Fig. 1: sequential cells grouped by signal name
Bar = 20 um. Other sequential cells in the stronger gray, the rest of the logic in the fainter gray.
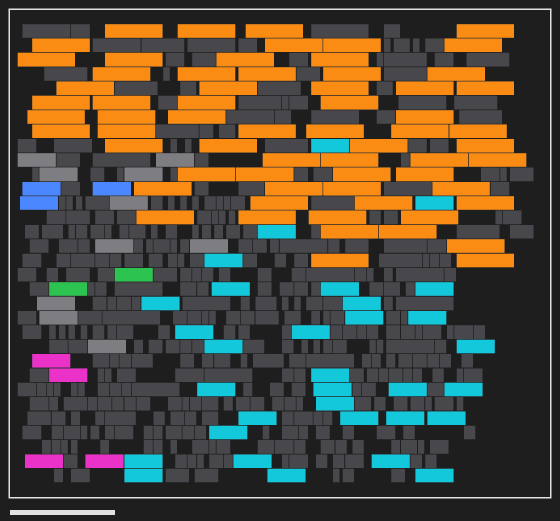
Fig. 2: routed metal per tile
20 x 18 tiles, from dark blue (low) to red (high), scaled to the fullest tile. Values are wire area over tile area, all layers added.
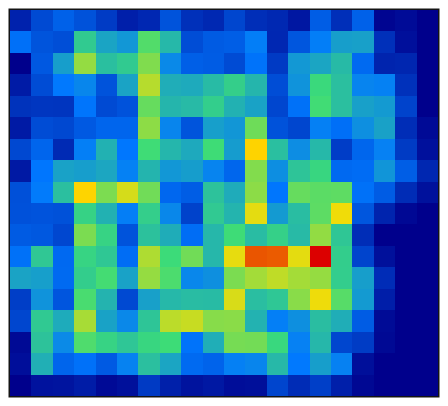
Fig. 3: cells by drive strength
Bar = 20 um.
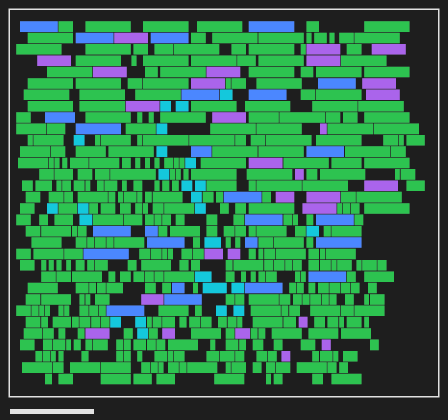
Fig. 4: clock distribution
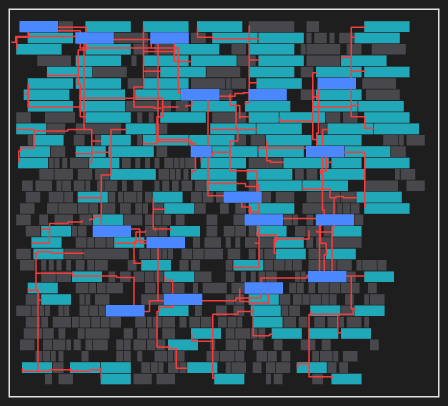
Fig. 5: cell outlines without signal wires
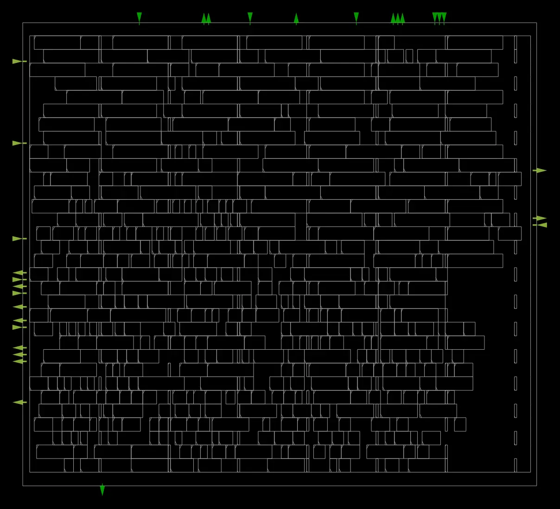
**src/rtl/tpm_pin_loader.sv**
```systemverilog
// Collects a PIN from a valid/ready byte source and replays it into the TPM checker.
// Reports pass/fail for each attempt and locks the source out after repeated failures.
module tpm_pin_loader #(
    parameter int          PIN_LEN        = 8,
    parameter int          MAX_FAILS      = 3,
    parameter logic [31:0] LOCKOUT_CYCLES = 32'd1000
) (
    input  logic       clk,
    input  logic       rst,
    input  logic [7:0] in_data,
    input  logic       in_valid,
    output logic       in_ready,
    input  logic       in_clear,
    output logic       tpm_rst,
    output logic [7:0] tpm_data,
    input  logic       tpm_lock,
    output logic       result_valid,
    output logic       pass,
    output logic [3:0] fail_count,
    output logic       locked_out
);

    localparam int         CW          = $clog2(PIN_LEN + 1);
    localparam int         IW          = $clog2(PIN_LEN);
    localparam logic [3:0] MAX_FAILS_W = 4'(MAX_FAILS);

    typedef enum logic [1:0] {COLLECT, STREAM, CHECK, LOCKOUT} state_t;

    state_t          state;
    state_t          state_next;
    logic [CW-1:0]   count;
    logic [IW-1:0]   idx;
    logic [7:0]      pin_buf [PIN_LEN];
    logic [31:0]     lock_cnt;
    logic            take;
    logic [3:0]      fail_next;

    always_ff @(posedge clk) begin
        if (rst) begin
            state <= COLLECT;
        end else begin
            state <= state_next;
        end
    end

    // The checker only behaves if tpm_rst is low for exactly the 8 stream
    // cycles plus the check cycle, so rst overrides every decoded output.
    always_comb begin
        state_next = state;
        in_ready   = 1'b0;
        tpm_rst    = 1'b1;
        tpm_data   = 8'h00;
        take       = 1'b0;
        fail_next  = fail_count + 4'd1;
        case (state)
            COLLECT: begin
                in_ready = (count < CW'(PIN_LEN));
            end
            STREAM: begin
                tpm_rst  = 1'b0;
                tpm_data = pin_buf[idx];
                if (idx == IW'(PIN_LEN - 1)) begin
                    state_next = CHECK;
                end
            end
            CHECK: begin
                tpm_rst = 1'b0;
                if (tpm_lock) begin
                    state_next = COLLECT;
                end else if (fail_next == MAX_FAILS_W) begin
                    state_next = LOCKOUT;
                end else begin
                    state_next = COLLECT;
                end
            end
            LOCKOUT: begin
                if (lock_cnt == 32'd1) begin
                    state_next = COLLECT;
                end
            end
            default: begin
                state_next = COLLECT;
            end
        endcase
        if (rst) begin
            in_ready = 1'b0;
            tpm_rst  = 1'b1;
            tpm_data = 8'h00;
        end
        take = (state == COLLECT) && in_valid && in_ready && !in_clear;
        if (take && (count == CW'(PIN_LEN - 1))) begin
            state_next = STREAM;
        end
    end

    always_ff @(posedge clk) begin
        if (take) begin
            pin_buf[count[IW-1:0]] <= in_data;
        end
    end

    always_ff @(posedge clk) begin
        if (rst) begin
            count        <= '0;
            idx          <= '0;
            fail_count   <= 4'd0;
            pass         <= 1'b0;
            result_valid <= 1'b0;
            locked_out   <= 1'b0;
            lock_cnt     <= 32'd0;
        end else begin
            result_valid <= 1'b0;
            case (state)
                COLLECT: begin
                    // A clear in the same cycle as a handshake drops that byte.
                    if (in_clear) begin
                        count <= '0;
                    end else if (take) begin
                        count <= count + CW'(1);
                    end
                end
                STREAM: begin
                    if (idx == IW'(PIN_LEN - 1)) begin
                        idx <= '0;
                    end else begin
                        idx <= idx + IW'(1);
                    end
                end
                CHECK: begin
                    pass         <= tpm_lock;
                    result_valid <= 1'b1;
                    count        <= '0;
                    if (tpm_lock) begin
                        fail_count <= 4'd0;
                    end else begin
                        fail_count <= fail_next;
                        if (fail_next == MAX_FAILS_W) begin
                            locked_out <= 1'b1;
                            lock_cnt   <= LOCKOUT_CYCLES;
                        end
                    end
                end
                LOCKOUT: begin
                    if (lock_cnt == 32'd1) begin
                        fail_count <= 4'd0;
                        locked_out <= 1'b0;
                    end else begin
                        lock_cnt <= lock_cnt - 32'd1;
                    end
                end
                default: begin
                    count <= '0;
                end
            endcase
        end
    end

endmodule
```
**config.mk**
```make
export PLATFORM = sky130hd
export DESIGN_NAME = tpm_pin_loader
export DESIGN_NICKNAME = d
export VERILOG_FILES = /design/src/rtl/tpm_pin_loader.sv
export SDC_FILE = /design/constraint.sdc
export NUM_CORES = 1
export LEC_CHECK = 0
export CAP_MARGIN = 20
export CORE_ASPECT_RATIO = 0.9
export CORE_UTILIZATION = 59
export DETAILED_ROUTE_END_ITERATION = 8
export PLACE_DENSITY_LB_ADDON = 0.25
export SLEW_MARGIN = 20
export SYNTH_ARGS = -nofsm -noshare
export SYNTH_HDL_FRONTEND = slang
export SYNTH_SLANG_ARGS = --single-unit
```
**constraint.sdc**
```tcl
create_clock -name clk -period 3.2 [get_ports clk]
set_clock_uncertainty 0.15 [all_clocks]
set_input_delay 0.64 -clock clk [delete_from_list [all_inputs] [get_ports clk]]
set_output_delay 0.64 -clock clk [all_outputs]
set_load 0.02 [all_outputs]
```
==> results.py <==
# Synthesis and PnR figures
metrics = {
    "critical_path": {
        "cp_cell_sequence": "buf_12 -> mux4_2 -> mux2i_1 -> nor2_1 -> dlygate4sd2_1",
        "start_kind": "flip-flop",
        "crit_buf_inv": 2,
        "r2r-start": "state[0]",
    },
    "yosys": {
        "ys_area_um2": 5350,
        "area_leaders": "edfxtp_1 36%, dfxtp_1 19%, mux4_2 6.7%",
        "ys_seq_elements": 115,
        "syn_inst": 455,
    },
    "timing": {
        "setup_ws_ns": 0.211,
    },
    "run": {
        "warnings": 31,
    },
    "power": {
        "powerComb_mw": 1.11,
        "seqPwrFrac_pct": 36.0,
        "p_seq_mw": 1.73,
    },
    "routing": {
        "vias_per_cell": 6.45,
        "postRouteAntennaNets": 0,
        "top_layer": "met4",
    },
    "cells_and_area": {
        "clock_area_share_pct": 9.55,
        "nonClockInverterCount": 11,
        "layoutNonFillerInstCount": 626,
    },
    "clocking": {
        "clock_latency_ns": 0.52,
    },
    "placement": {
        "placedCellCount": 595,
        "io_buffers": 29,
    },
    "floorplan": {
        "ioPinCount": 30,
    },
    "worst_hold_path": {
        "min_from": "lock_cnt[31]",
    },
    "status": {
        "status": "completed",
    },
}
About Fig. 1:
[state] green | sequential cells: 2
[pin_buf] orange | sequential cells: 64
[idx] blue | sequential cells: 3
[fail_count] magenta | sequential cells: 4 | where: south-west
[lock_cnt] cyan | sequential cells: 32

About Fig. 2:
emptiest ninth of the die: south-east
tiles over half the peak: 15%
densest ninth of the die: center
nearly empty tiles: 8.6%
mean over tiles: 0.20

About Fig. 3:
[drive 2] purple | cells: 28 | share: 5.5%
[drive 6 and up] blue | cells: 25 | share: 4.9%
[drive 3 to 4] cyan | cells: 25 | share: 4.9%
[drive 1 or less] green | cells: 429 | share: 85%

About Fig. 4:
[flip-flops] cyan | count: 115
[clock wires] red | length: 1380 um
[cells driving clock nets] blue | count: 17
flops lie: all over the die
routed clock nets: 18

About Fig. 5:
# fillers: 584
# Taps: 119

No activity file was given, so power comes from the tool's default toggle rates.
